==> src/rtl/nec_frame_formatter.sv <==
`default_nettype none
// ============================================================================
// Module      : nec_frame_formatter
// Description : Validates decoded NEC IR frames / repeat events, queues one
//               event in a holding slot and streams an ASCII line for it to a
//               UART transmitter over a wr_en/busy handshake. Also latches the
//               last good address/command.
// Revision    : 1.0 - initial release
// ============================================================================
module nec_frame_formatter #(
    parameter int EXT_ADDR    = 0,
    parameter int ACK_TIMEOUT = 1023
) (
    input  logic        clk,
    input  logic        rst,
    input  logic [31:0] frame_data,
    input  logic        frame_valid,
    input  logic        repeat_valid,
    input  logic        tx_busy,
    output logic [7:0]  tx_data,
    output logic        tx_wr_en,
    output logic [7:0]  cmd_out,
    output logic [15:0] addr_out,
    output logic        cmd_valid,
    output logic        err_flag,
    output logic        ovf_flag
);

    typedef enum logic [1:0] {
        S_IDLE      = 2'd0,
        S_SEND      = 2'd1,
        S_WAIT_ACK  = 2'd2,
        S_WAIT_IDLE = 2'd3
    } state_t;

    localparam logic [1:0] c_type_good = 2'd0;
    localparam logic [1:0] c_type_bad  = 2'd1;
    localparam logic [1:0] c_type_rep  = 2'd2;
    localparam logic [9:0] c_ack_limit = 10'(ACK_TIMEOUT);

    // Uppercase ASCII hex digit for one nibble.
    function automatic logic [7:0] hex_char(input logic [3:0] n);
        return (n < 4'd10) ? (8'h30 + {4'h0, n}) : (8'h37 + {4'h0, n});
    endfunction

    // Index of the final byte (LF) of a message of the given type.
    function automatic logic [3:0] last_idx(input logic [1:0] typ);
        if (typ == c_type_good)
            return (EXT_ADDR != 0) ? 4'd8 : 4'd6;
        return 4'd2;
    endfunction

    // Byte 'idx' of the ASCII line for a message. The index is one bit wider
    // than 3 so the 9-byte extended-address line never wraps.
    function automatic logic [7:0] msg_byte(input logic [1:0] typ, input logic [31:0] frm,
                                            input logic [3:0] idx);
        logic [7:0] b;
        b = 8'h00;
        if (typ == c_type_good) begin
            if (EXT_ADDR != 0) begin
                case (idx)
                    4'd0:    b = hex_char(frm[15:12]);
                    4'd1:    b = hex_char(frm[11:8]);
                    4'd2:    b = hex_char(frm[7:4]);
                    4'd3:    b = hex_char(frm[3:0]);
                    4'd4:    b = 8'h20;
                    4'd5:    b = hex_char(frm[23:20]);
                    4'd6:    b = hex_char(frm[19:16]);
                    4'd7:    b = 8'h0D;
                    default: b = 8'h0A;
                endcase
            end else begin
                case (idx)
                    4'd0:    b = hex_char(frm[7:4]);
                    4'd1:    b = hex_char(frm[3:0]);
                    4'd2:    b = 8'h20;
                    4'd3:    b = hex_char(frm[23:20]);
                    4'd4:    b = hex_char(frm[19:16]);
                    4'd5:    b = 8'h0D;
                    default: b = 8'h0A;
                endcase
            end
        end else begin
            case (idx)
                4'd0:    b = (typ == c_type_bad) ? 8'h45 : 8'h52;
                4'd1:    b = 8'h0D;
                default: b = 8'h0A;
            endcase
        end
        return b;
    endfunction

    state_t      r_state;
    state_t      w_state_next;
    logic        r_slot_full;
    logic [1:0]  r_slot_type;
    logic [31:0] r_slot_frame;
    logic [1:0]  r_msg_type;
    logic [31:0] r_msg_frame;
    logic [3:0]  r_idx;
    logic [9:0]  r_ack_cnt;
    logic [7:0]  r_tx_data;
    logic        w_frame_ok;
    logic        w_event;
    logic        w_capture;
    logic        w_drop;
    logic        w_good_cap;
    logic [1:0]  w_cap_type;
    logic        w_load;
    logic        w_advance;
    logic [1:0]  w_nxt_type;
    logic [31:0] w_nxt_frame;
    logic [3:0]  w_nxt_idx;

    // Event classification and holding-slot admission.
    always_comb begin
        w_frame_ok = (frame_data[31:24] == ~frame_data[23:16]) &&
                     ((EXT_ADDR != 0) || (frame_data[15:8] == ~frame_data[7:0]));
        w_event    = frame_valid | repeat_valid;
        w_capture  = w_event && !r_slot_full;
        // A repeat coinciding with a frame loses and is counted as dropped.
        w_drop     = (w_event && r_slot_full) || (frame_valid && repeat_valid);
        w_cap_type = frame_valid ? (w_frame_ok ? c_type_good : c_type_bad) : c_type_rep;
        w_good_cap = w_capture && frame_valid && w_frame_ok;
    end

    // Next-state logic for the byte streaming FSM.
    always_comb begin
        w_state_next = r_state;
        w_load       = 1'b0;
        w_advance    = 1'b0;
        case (r_state)
            S_IDLE: begin
                if (r_slot_full && !tx_busy) begin
                    w_load       = 1'b1;
                    w_state_next = S_SEND;
                end
            end
            S_SEND: begin
                w_state_next = S_WAIT_ACK;
            end
            S_WAIT_ACK: begin
                if (tx_busy || (r_ack_cnt == c_ack_limit))
                    w_state_next = S_WAIT_IDLE;
            end
            default: begin
                if (!tx_busy) begin
                    if (r_idx == last_idx(r_msg_type)) begin
                        w_state_next = S_IDLE;
                    end else begin
                        w_advance    = 1'b1;
                        w_state_next = S_SEND;
                    end
                end
            end
        endcase
        w_nxt_type  = w_load ? r_slot_type  : r_msg_type;
        w_nxt_frame = w_load ? r_slot_frame : r_msg_frame;
        w_nxt_idx   = w_load ? 4'd0 : (r_idx + 4'd1);
    end

    // State register.
    always_ff @(posedge clk) begin
        if (!rst) r_state <= S_IDLE;
        else      r_state <= w_state_next;
    end

    // Holding slot: filled by an admitted event, emptied when its message starts.
    always_ff @(posedge clk) begin
        if (!rst) begin
            r_slot_full  <= 1'b0;
            r_slot_type  <= c_type_good;
            r_slot_frame <= 32'h0;
        end else begin
            if (w_load)
                r_slot_full <= 1'b0;
            if (w_capture) begin
                r_slot_full  <= 1'b1;
                r_slot_type  <= w_cap_type;
                r_slot_frame <= frame_data;
            end
        end
    end

    // Message register, byte index and the held transmit byte.
    always_ff @(posedge clk) begin
        if (!rst) begin
            r_msg_type  <= c_type_good;
            r_msg_frame <= 32'h0;
            r_idx       <= 4'd0;
            r_tx_data   <= 8'h00;
        end else if (w_load || w_advance) begin
            r_msg_type  <= w_nxt_type;
            r_msg_frame <= w_nxt_frame;
            r_idx       <= w_nxt_idx;
            r_tx_data   <= msg_byte(w_nxt_type, w_nxt_frame, w_nxt_idx);
        end
    end

    // Acknowledge timeout: counts cycles spent waiting for tx_busy to rise.
    always_ff @(posedge clk) begin
        if (!rst || (r_state != S_WAIT_ACK)) r_ack_cnt <= 10'd0;
        else                                 r_ack_cnt <= r_ack_cnt + 10'd1;
    end

    // Last-good latch, update pulse and sticky status flags.
    always_ff @(posedge clk) begin
        if (!rst) begin
            cmd_out   <= 8'h00;
            addr_out  <= 16'h0000;
            cmd_valid <= 1'b0;
            err_flag  <= 1'b0;
            ovf_flag  <= 1'b0;
        end else begin
            cmd_valid <= w_good_cap;
            if (w_good_cap) begin
                cmd_out  <= frame_data[23:16];
                addr_out <= (EXT_ADDR != 0) ? frame_data[15:0] : {8'h00, frame_data[7:0]};
            end
            if (w_capture && frame_valid && !w_frame_ok)
                err_flag <= 1'b1;
            if (w_drop)
                ovf_flag <= 1'b1;
        end
    end

    assign tx_data  = r_tx_data;
    assign tx_wr_en = (r_state == S_SEND);

endmodule
`default_nettype wire

==> config.mk <==
export PLATFORM = sky130hd
export DESIGN_NAME = nec_frame_formatter
export DESIGN_NICKNAME = d
export VERILOG_FILES = /design/src/rtl/nec_frame_formatter.sv
export SDC_FILE = /design/constraint.sdc
export NUM_CORES = 1
export LEC_CHECK = 0
export ABC_CLOCK_PERIOD_IN_PS = 3100
export CAP_MARGIN = 20
export CORE_ASPECT_RATIO = 2
export CORE_MARGIN = 5
export CORE_UTILIZATION = 45
export CTS_CLUSTER_DIAMETER = 50
export DETAILED_ROUTE_END_ITERATION = 10
export PLACE_DENSITY_LB_ADDON = 0.05
export SLEW_MARGIN = 20
export SYNTH_ARGS = -nofsm -noshare
export SYNTH_HDL_FRONTEND = slang
export SYNTH_SLANG_ARGS = --single-unit
==> constraint.sdc <==
create_clock -name clk -period 3.1 [get_ports clk]
set_clock_uncertainty 0.2 [all_clocks]
set_input_delay 0.62 -clock clk [delete_from_list [all_inputs] [get_ports clk]]
set_output_delay 0.62 -clock clk [all_outputs]
set_load 0.05 [all_outputs]
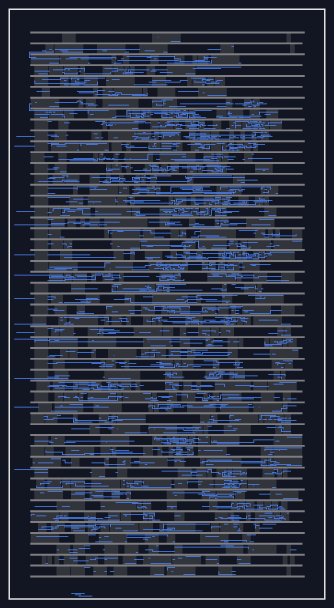
*M1 wires, run 1*
(4 px per um) Supply wires on this layer in gray. Cells faint in the background.
563 nets have wire on it. The wires run mostly horizontal.

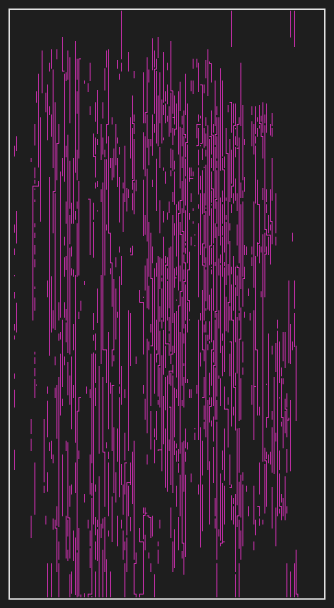
*The metal 2 layer, run 1*
(4 px per um)
516 nets have wire on it. The layer carries 6590 um of wire. The wires run mostly vertical. The longest straight run is 56.8 um.
fraction of met2 tracks used by global routing: 41.0%
Total Wirelength: 12000 um
DR vias: 3796

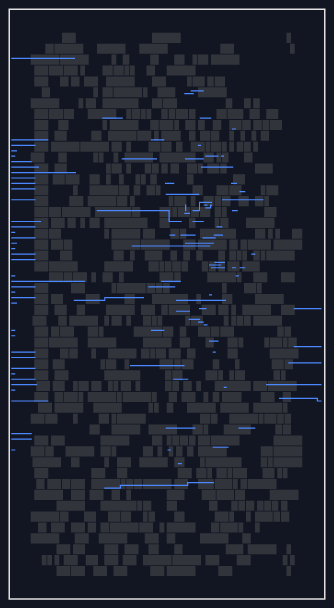
*M3 wires, run 1*
(4 px per um) Cells faint in the background.
The wires run mostly horizontal. The longest straight run is 19.3 um. The layer holds 4.3% of the routed length. The layer carries 511 um of wire. 74 nets have wire on it.
met3 track demand over resource: 4.23%

==> impl_metrics.ini, run 1 <==
; yosys + openroad results
[grt]
grt_pass1_wl_um = 19300
grt_pass1_vias = 3831
grt.met1_usage_pct = 20.5
overflow = 0
antenna_violations_before_repair = 0

[synthesis]
edf_count = 0
synthArstFlopShare_pct = 0
syn_avg_cell_area_um2 = 8.42
ys_top_cells_by_count = nand2_1, dfxtp_1, nor2_1
compound_share_synth_pct = 16.8
ys_top_cells_by_area = dfxtp_1, nand2_1, mux2i_1, xor2_1, a21boi_0
mux_area_share_pct = 5.68
synth_seq_share_pct = 37.4
ys_seq_elements = 79
netlist_instances = 502
most_common_cell = nand2_1
yosys_area_mm2 = 0.00423
synth_top_cell_by_area = dfxtp_1
ys.warnings.count = 0
synth_stat.cells = 502
synth_cell_type_count = 61

[place]
io_buffers = 63
place_inst = 670
gp_congestion = 0.974

[worst_setup_path]
rr_endpoint = tx_data[6]
worstPathBufferInverterCount = 2
cp_depth = 10
crit_start = tx_busy
crit_path_frequent_cell = o21ai_0
startpoint_class = primary input
r2r_start = r_state[0]
worstPathArrival_ns = 2.93
cpLargestDelayFamily = AND-OR/OR-AND gates
crit_path_max_incr_delay_ns = 0.45

[power_and_ir_drop]
vdd_drop_max_uv = 347
p_comb_w = 0.000406
post-layout-total-power_w = 0.00254
power.share.switching_pct = 26.9
pg_seq_w = 0.00109
power_frac_clock_pct = 41.0
static_power_due_to_leakage_nw = 1.97
share_comb_of_total_power_pct = 16.0
net-switching-power_w = 0.000685
intPower_w = 0.00186

[route]
met2_wire_length_um = 6590
detail_route.wirelength.met1_um = 4150
detail_route.wl_per_cell_um = 17.5
avgViaCountPerCell = 5.54

[finish]
combGateArea_mm2 = 0.00246
num-nets-final = 625
layout-drive-gt1-share_pct = 9.47
num-fill-cells = 903
final_common_cell = nand2_1
layout.sequential_cells = 79
finalCoreUtilization_pct = 57.6
largest_cell_class = combinational gates
reg.largest.list = r_msg_frame x16, r_slot_frame x16, r_ack_cnt x10
nClkBuffers = 11
number_of_standard_cells_in_the_final_layout_excluding_fillers = 685
area_growth_syn_to_layout_pct = 26.1
final-nonclk-buf-share_pct = 15.9
antenna-diode-count = 0

[cts]
clk_latency_ns = 0.34
cts_made_buffers = 9
cts_hold_buffers = 0
cts_tree = built
cts_max_level = 3
post-cts-setup-buffers = 0

[status]
run_status = complete, no violations

[floorplan]
floorplan.tapcells = 104
die-area_mm2 = 0.0115
initCoreUtil_pct = 45.6
placementRows = 50
die.size.y_um = 147
core_area_mm2 = 0.00926

[sta]
fin_worst_hold_slack_ns = 0.257
final_setup_viols = 0
finalHoldViolations = 0
fin_ws_ns = 0.175
worst-slew-pin-transition_ns = 0.641
maxSlewHeadroom_pct = 56.8
tns_ns = 0
rsz0062_at_grt = no

[flow_run]
number_of_logged_tool_warnings = 30
maxCapViolations = 0
==> run 2, diff against run 1 <==
--- a/config.mk
+++ b/config.mk
@@ -13,6 +13,7 @@
 export CTS_CLUSTER_DIAMETER = 50
 export DETAILED_ROUTE_END_ITERATION = 10
 export PLACE_DENSITY_LB_ADDON = 0.05
+export SKIP_CTS_REPAIR_TIMING = 1
 export SLEW_MARGIN = 20
 export SYNTH_ARGS = -nofsm -noshare
 export SYNTH_HDL_FRONTEND = slang
==> constraint.sdc (replaced) <==
create_clock -name clk -period 3.1 [get_ports clk]
set_clock_uncertainty 0.2 [all_clocks]
set_input_delay 0.62 -clock clk [delete_from_list [all_inputs] [get_ports clk]]
set_output_delay 0.62 -clock clk [all_outputs]
set_load 0.1 [all_outputs]
==> run 2 against run 1 <==
  * Maximum frequency decreased by 0.59%
  * Cell area down 1.6%
  * Non-clock buffer count up 2
  * Sequential share of layout area rose by 0.48 points
  * Core utilization is 0.92 points lower
  * Sequential cell count is the same
  * Die area unchanged
  * Worst setup slack got worse by 0.017 ns
  * Synthesized cell count is the same
  * Clock power fell by about 10%
  * Synthesized area unchanged
  * Critical path type unchanged
  * Critical endpoint is now tx_data[2]
  * Largest cell class unchanged
==> impl_metrics.ini, run 2 <==
; yosys + openroad results
[worst_setup_path]
r2r_cells = 12
worstPathArrival_ns = 2.96
cp_depth = 11
worst_setup_end_kind = register
critPathKind = in2reg
cp_cell_sequence = clkdlybuf4s50_1 > and3b_2 > mux2i_1 > ha_1 > nand2_1 > a21oi_1 > o22ai_1 > a221oi_1 > o21ai_0 > o21ai_0 > a21oi_1
critical_path.endpoint = tx_data[2]
crit_start = tx_busy
maximum_fanout_encountered_on_the_critical_timing_path = 3
timing.critical_path.required_ns = 3.12
rr_endpoint = tx_data[2]
cpLargestDelayFamily = AND-OR/OR-AND gates
crit_path_max_incr_delay_ns = 0.43
startpoint_class = primary input
slowest_stage = clkdlybuf4s50_1
r2r_start = r_state[0]
worstPathBufferInverterCount = 1

[sta]
fin_worst_hold_slack_ns = 0.245
fin_ws_ns = 0.157
tns_ns = 0
layout_min_cycle_time_ns = 2.94
maxSlewHeadroom_pct = 55.5
final_setup_viols = 0
peak_freq_ghz = 0.340
worst-slew-pin-transition_ns = 0.660
finalHoldViolations = 0
rsz0062_at_grt = no

[grt]
grt_pass1_wl_um = 18800
grtUsageMet3_pct = 4.29
grt_pass1_vias = 3769
antenna_violations_before_repair = 0
overflow = 0
grt_start_max_net_pins = 27
grt.met1_usage_pct = 19.3
global_route.peak_usage_layer = met2
grt_util_all_layers_pct = 20.9

[synthesis]
compound_share_synth_pct = 16.8
synth_top_cell_by_area = dfxtp_1
syn_avg_cell_area_um2 = 8.42
dominant_combinational_cell_family_by_area_after_synthesis = simple AND/OR/NAND/NOR gates
netlist_instances = 502
most_common_cell = nand2_1
ys_top_cells_by_count = nand2_1, dfxtp_1, nor2_1
yosys.area_share.xor_xnor_pct = 6.84
ys.warnings.count = 0
synth_seq_share_pct = 37.4
synth_stat.cells = 502
yosys_area_mm2 = 0.00423
edf_count = 0
ys_seq_elements = 79
mux_area_share_pct = 5.68
top_area_share_pct = 37.4
synth_cell_type_count = 61
ys_top_cells_by_area = dfxtp_1, nand2_1, mux2i_1, xor2_1, a21boi_0
synthArstFlopShare_pct = 0

[finish]
layout-drive-gt1-share_pct = 14.4
antenna-diode-count = 0
final_common_cell = nand2_1
final-nonclk-buf-share_pct = 15.2
nClkBuffers = 11
combGateArea_mm2 = 0.00246
reg.largest.list = r_msg_frame x16, r_slot_frame x16, r_ack_cnt x10
seq_share_pct = 30.2
final-seq-area_mm2 = 0.00158
num-nets-final = 627
layout.non_clock_inverters = 5
layout.cells.most_common_list = nand2_1, dfxtp_1, buf_4, clkdlybuf4s50_1, nor2_1
largest_cell_class = combinational gates
comb-cell-share_pct = 46.9
signal_buffers = 93
layout.sequential_cells = 79
clock_area_share_pct = 4.89
post-route-cell-area_mm2 = 0.00524
number_of_standard_cells_in_the_final_layout_excluding_fillers = 688
finalCoreUtilization_pct = 56.6
num-fill-cells = 897
area_growth_syn_to_layout_pct = 24.1

[floorplan]
floorplan.tapcells = 104
top_level_ports = 73
initCoreUtil_pct = 45.6
placementRows = 50
core_area_mm2 = 0.00926
die-area_mm2 = 0.0115
die_width_um = 78.5
die.size.y_um = 147

[power_and_ir_drop]
pg_seq_w = 0.00110
share_comb_of_total_power_pct = 18.8
static_power_due_to_leakage_nw = 2.02
post-layout-total-power_w = 0.00249
net-switching-power_w = 0.000739
p_comb_w = 0.000469
power_frac_seq_pct = 43.9
vdd_drop_max_uv = 362
cellPowerDensity_mw_per_mm2 = 475
power.largest_group = sequential cells
intPower_w = 0.00175
power.share.switching_pct = 29.6
power_frac_clock_pct = 37.3
pwr.group.clock_w = 0.000929

[cts]
clk_latency_ns = 0.33
max-clock-path-buffers = 2
cts_num_sinks = 79
clockRootBuffer = clkbuf_16
cts.reportedPaths.clkPinSlew_ns = 0.06
cts_made_buffers = 9
cts_max_level = 3
cts_tree = built

[route]
met3WireLength_um = 521
avgViaCountPerCell = 5.43
route.top_layer_used = met4
drt_pass1_iterations = 4
antenna_violating_nets_post_route = 0
met2_wire_length_um = 6440
detail_route.wirelength.met1_um = 4090
detailedRoute.firstIterationViolations = 168
remaining_drc_errors = 0
detail_route.wl_per_cell_um = 17.2

[min_path]
hold_end = r_ack_cnt[0]
holdCritStartpoint = r_ack_cnt[0]

[flow_run]
number_of_logged_tool_warnings = 30
maxCapViolations = 0

[place]
gp_congestion = 0.994
placed_area_mm2 = 0.00498
hpwl_um = 9360
place_inst = 673
placement.setup.worst_slack_ns = -0.220
io_buffers = 63

[status]
run_status = complete, no violations
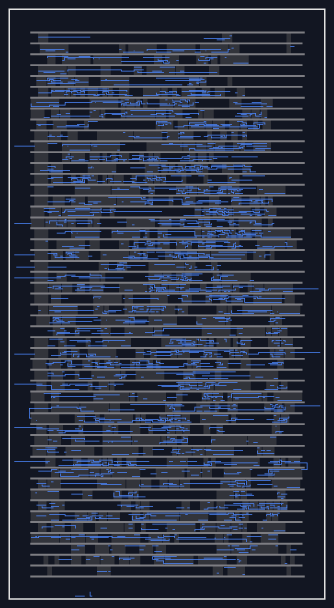
*M1 wires, run 2*
(4 px per um) Supply wires on this layer in gray. Cells faint in the background.
The layer carries 4090 um of wire. The layer holds 35% of the routed length. 557 nets have wire on it.

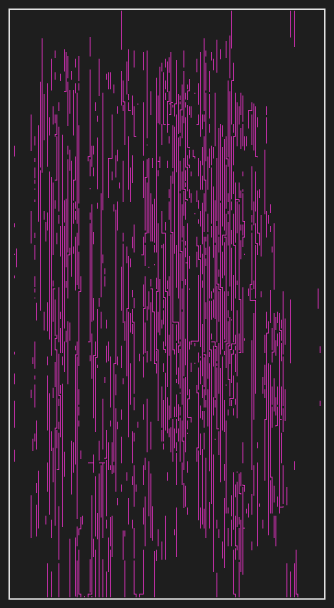
*The metal 2 layer, run 2*
(4 px per um)
The longest straight run is 54.4 um. The layer carries 6440 um of wire. The wires run mostly vertical. The layer holds 55% of the routed length.
fraction of met2 tracks used by global routing: 39.1%
DR vias: 3738
Total Wirelength: 11800 um

No activity file was given, so power comes from the tool's default toggle rates.
